===== src/rtl/vga_timing_gen.sv =====
// Pixel/line counters and registered VGA pin outputs (sync + blanked colour).
// Everything advances on pix_en; pins lag the counters by one pixel slot.
module vga_timing_gen #(
  parameter int   H_VIS  = 1440,
  parameter int   H_FP   = 80,
  parameter int   H_SYNC = 152,
  parameter int   H_BP   = 232,
  parameter int   V_VIS  = 900,
  parameter int   V_FP   = 1,
  parameter int   V_SYNC = 3,
  parameter int   V_BP   = 28,
  parameter logic H_POL  = 1'b0,
  parameter logic V_POL  = 1'b1
) (
  input  logic        clk,
  input  logic        rst,
  input  logic        pix_en,
  input  logic [3:0]  r_in,
  input  logic [3:0]  g_in,
  input  logic [3:0]  b_in,
  output logic [10:0] draw_x,
  output logic [9:0]  draw_y,
  output logic        video_on,
  output logic        frame_tick,
  output logic        vga_hs,
  output logic        vga_vs,
  output logic [3:0]  vga_r,
  output logic [3:0]  vga_g,
  output logic [3:0]  vga_b
);

  localparam int H_TOTAL = H_VIS + H_FP + H_SYNC + H_BP;
  localparam int V_TOTAL = V_VIS + V_FP + V_SYNC + V_BP;

  localparam logic [10:0] X_LAST     = 11'(H_TOTAL - 1);
  localparam logic [10:0] X_VIS      = 11'(H_VIS);
  localparam logic [10:0] HS_FIRST   = 11'(H_VIS + H_FP);
  localparam logic [10:0] HS_LAST    = 11'(H_VIS + H_FP + H_SYNC - 1);
  localparam logic [9:0]  Y_LAST     = 10'(V_TOTAL - 1);
  localparam logic [9:0]  Y_VIS      = 10'(V_VIS);
  localparam logic [9:0]  VS_FIRST   = 10'(V_VIS + V_FP);
  localparam logic [9:0]  VS_LAST    = 10'(V_VIS + V_FP + V_SYNC - 1);

  logic [10:0] x_q, x_d;
  logic [9:0]  y_q, y_d;
  logic        hs_q, hs_d;
  logic        vs_q, vs_d;
  logic [3:0]  r_q, r_d;
  logic [3:0]  g_q, g_d;
  logic [3:0]  b_q, b_d;

  assign video_on = (x_q < X_VIS) && (y_q < Y_VIS);

  // Combinational so the pulse is exactly one clock wide and coincides with (0, V_VIS).
  assign frame_tick = pix_en && !rst && (x_q == 11'd0) && (y_q == Y_VIS);

  always_comb begin
    x_d  = x_q;
    y_d  = y_q;
    hs_d = hs_q;
    vs_d = vs_q;
    r_d  = r_q;
    g_d  = g_q;
    b_d  = b_q;
    if (pix_en) begin
      if (x_q == X_LAST) begin
        x_d = 11'd0;
        y_d = (y_q == Y_LAST) ? 10'd0 : y_q + 10'd1;
      end else begin
        x_d = x_q + 11'd1;
      end
      hs_d = ((x_q >= HS_FIRST) && (x_q <= HS_LAST)) ? H_POL : ~H_POL;
      vs_d = ((y_q >= VS_FIRST) && (y_q <= VS_LAST)) ? V_POL : ~V_POL;
      r_d  = video_on ? r_in : 4'h0;
      g_d  = video_on ? g_in : 4'h0;
      b_d  = video_on ? b_in : 4'h0;
    end
  end

  always_ff @(posedge clk) begin
    if (rst) begin
      x_q  <= 11'd0;
      y_q  <= 10'd0;
      hs_q <= ~H_POL;
      vs_q <= ~V_POL;
      r_q  <= 4'h0;
      g_q  <= 4'h0;
      b_q  <= 4'h0;
    end else begin
      x_q  <= x_d;
      y_q  <= y_d;
      hs_q <= hs_d;
      vs_q <= vs_d;
      r_q  <= r_d;
      g_q  <= g_d;
      b_q  <= b_d;
    end
  end

  assign draw_x = x_q;
  assign draw_y = y_q;
  assign vga_hs = hs_q;
  assign vga_vs = vs_q;
  assign vga_r  = r_q;
  assign vga_g  = g_q;
  assign vga_b  = b_q;

endmodule


===== config.mk =====
export PLATFORM = sky130hd
export DESIGN_NAME = vga_timing_gen
export DESIGN_NICKNAME = d
export VERILOG_FILES = /design/src/rtl/vga_timing_gen.sv
export SDC_FILE = /design/constraint.sdc
export NUM_CORES = 1
export LEC_CHECK = 0
export CAP_MARGIN = 20
export CORE_MARGIN = 4
export CORE_UTILIZATION = 49
export CTS_CLUSTER_SIZE = 24
export DETAILED_ROUTE_END_ITERATION = 12
export PLACE_DENSITY = 0.84
export SYNTH_ARGS = -nofsm -noshare
export SYNTH_HDL_FRONTEND = slang
export SYNTH_SLANG_ARGS = --single-unit

===== constraint.sdc =====
create_clock -name clk -period 3.7 [get_ports clk]
set_clock_uncertainty 0.1 [all_clocks]
set_input_delay 0.74 -clock clk [delete_from_list [all_inputs] [get_ports clk]]
set_output_delay 0.74 -clock clk [all_outputs]
set_load 0.02 [all_outputs]

==> images/clock_nets.png <==
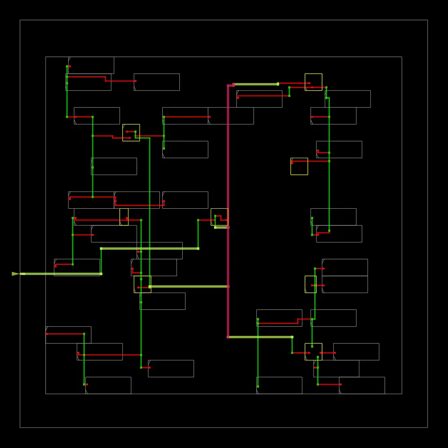
number of clock buffers inserted by TritonCTS: 5
clock network latency to the later pin of the worst-skew pair: 0.35 ns
FFs & Latches: 35
final-layout clock buffer total: 6
number of sinks handled by clock tree synthesis: 35

==> images/clock_wires.png <==
(8 px per um)
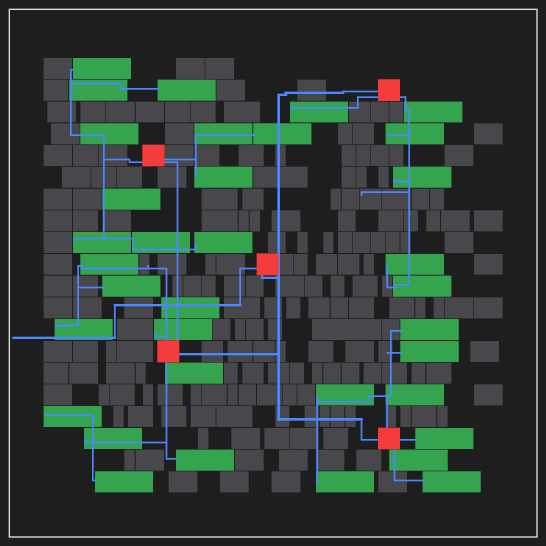
Red is clock-net drivers, count 5. Blue is clock wires, length 420 um. Green is flip-flops, count 35.
There are 6 routed clock nets. Position of the flops: all over the die.

==> flow_summary.toml <==
# implementation run metrics
[run_status]
run_status = "finished clean"

[critical_path]
crit_path_frequent_cell = "sky130_fd_sc_hd__clkdlybuf4s50_1"
crit_path_max_incr_delay_ns = 0.61
critPathArrivalTime_ns = 2.58
timing.critical_path.slowest_stage_cell = "sky130_fd_sc_hd__clkdlybuf4s50_1"
timing.critical_path.from_type = "input port"
critPathKind = "input port to output port"

[final_layout]
postLayoutCellArea_um2 = 2220
n_antenna_cell = 0
final-instance-count-excl-fill = 272
lay_top_count = "sky130_fd_sc_hd__clkdlybuf4s50_1"
nets = 248
finalCoreUtilization = 0.711
area_growth_syn_to_layout_pct = 35.9

[yosys]
floorplan_nets = 199
synth.avg_cell_area_um2 = 9.19
synth-edff-count = 0
ys_sh_aoi = 0.143
most_repeated_cell_in_the_gate_level_netlist_after_synthesis = "sky130_fd_sc_hd__dfxtp_1"
mux_share = 0.0122
synthCells = 178
yosysSeqAreaShare = 0.428
xor_area_frac = 0.0749
yosys-top-cells-count = "sky130_fd_sc_hd__dfxtp_1 (35), sky130_fd_sc_hd__nor2_1 (20), sky130_fd_sc_hd__a22o_1 (12)"
post_synth_instance_area_um2 = 1640
netlist_logic_family_top = "simple AND/OR/NAND/NOR gates"
post_synth_main_area_contributors = "sky130_fd_sc_hd__dfxtp_1 (43%), sky130_fd_sc_hd__a22o_1 (6.4%), sky130_fd_sc_hd__xor2_1 (4.8%), sky130_fd_sc_hd__ha_1 (4.6%), sky130_fd_sc_hd__nor2_1 (4.6%)"
synth_flop_count = 35

[drt]
vias = 1491
postRouteWirelength_um = 3900
highest_layer = "met4"
ant_nets = 0
drc_errors = 0
routed-wl-met2_um = 1850
first_pass_iteration_count_of_the_detailed_router = 4

[clocking]
post-cts-setup-buffer-count = 0
clkSlewWorstSetupHoldPaths_ns = 0.11
htree_num_levels = 2
tritoncts_clock_tree = "done"

[global_routing]
grt_busiest_layer = "met2"
grt.met3_usage = 0.0765
grt_antenna_before_repair = 0
first_pass_grt_wire_length_um = 6670
pin_count_of_the_biggest_net_entering_global_routing = 13
grt_pass1_vias = 1479
globalRouteMet2Util = 0.308

[min_path]
min-delay-start = "vga_vs"

[pwr]
leak_nw = 0.825
power_leader = "registers"
portion_of_total_power_attributed_to_combinational_logic = 0.115
design_power_total_mw = 0.676
pwr-share-clk = 0.302

[sta]
rsz0062_at_grt = "false"
worst_hold_slack_ns = 0.379
fin_setup_tns_ns = 0
max-slew-margin-rel = 0.505
max_slew.worst_pin.slew_ns = 0.740
maximum_achievable_frequency_ghz = 0.293
timing.final.crit_share = 0.924
setup_violations_final = 0

[placed_design]
place_inst = 264
gp_weighted_congestion = 0.867
setup_slack_placement_ns = 0.340
placedInstanceArea_um2 = 2170
buffer_ports.inserted = 51

[floorplan]
floorplan.die.width_um = 65.8
initial_core_util = 0.523
placement_rows = 20

[run]
tool_warnings = 30
==> images/pinout.png <==
(4 px per um) Pins as bars across the die edge, other pins in gray.
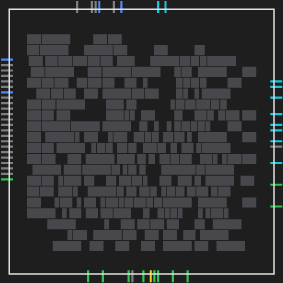
Green is `draw_x`, pins 11, direction output, edge 8 bottom, 2 right, 1 left. Cyan is `draw_y`, pins 10, direction output, edge 8 right, 2 top. Blue is `vga_r`, pins 4, direction output, edge 2 top, 2 left. Yellow is `frame_tick`, pins 1, direction output, edge bottom.

-- cell type report --
| type | instances | area [um2] |
|---|---|---|
| fillers | 236 | 905 |
| multi-input cells | 127 | 870 |
| flip-flops and latches | 35 | 701 |
| repair buffers | 53 | 526 |
| well taps | 44 | 55.1 |
| clock buffers | 6 | 41.3 |
| inverters | 5 | 18.8 |
| clock inverters | 2 | 12.5 |
-- critical path, delay by kind of cell --
| kind | cells | cell delay [ns] |
|---|---|---|
| buf+inv | 2 | 1.12 |
| simple gates | 3 | 0.72 |
-- path summary, 6_finish.rpt --
kind | to | cells past startpoint
max | frame_tick | 5
min | vga_vs | 2
max reg2reg | draw_y[9] | 5
min reg2reg | vga_vs | 2
Power is estimated from default activity; no workload was simulated.
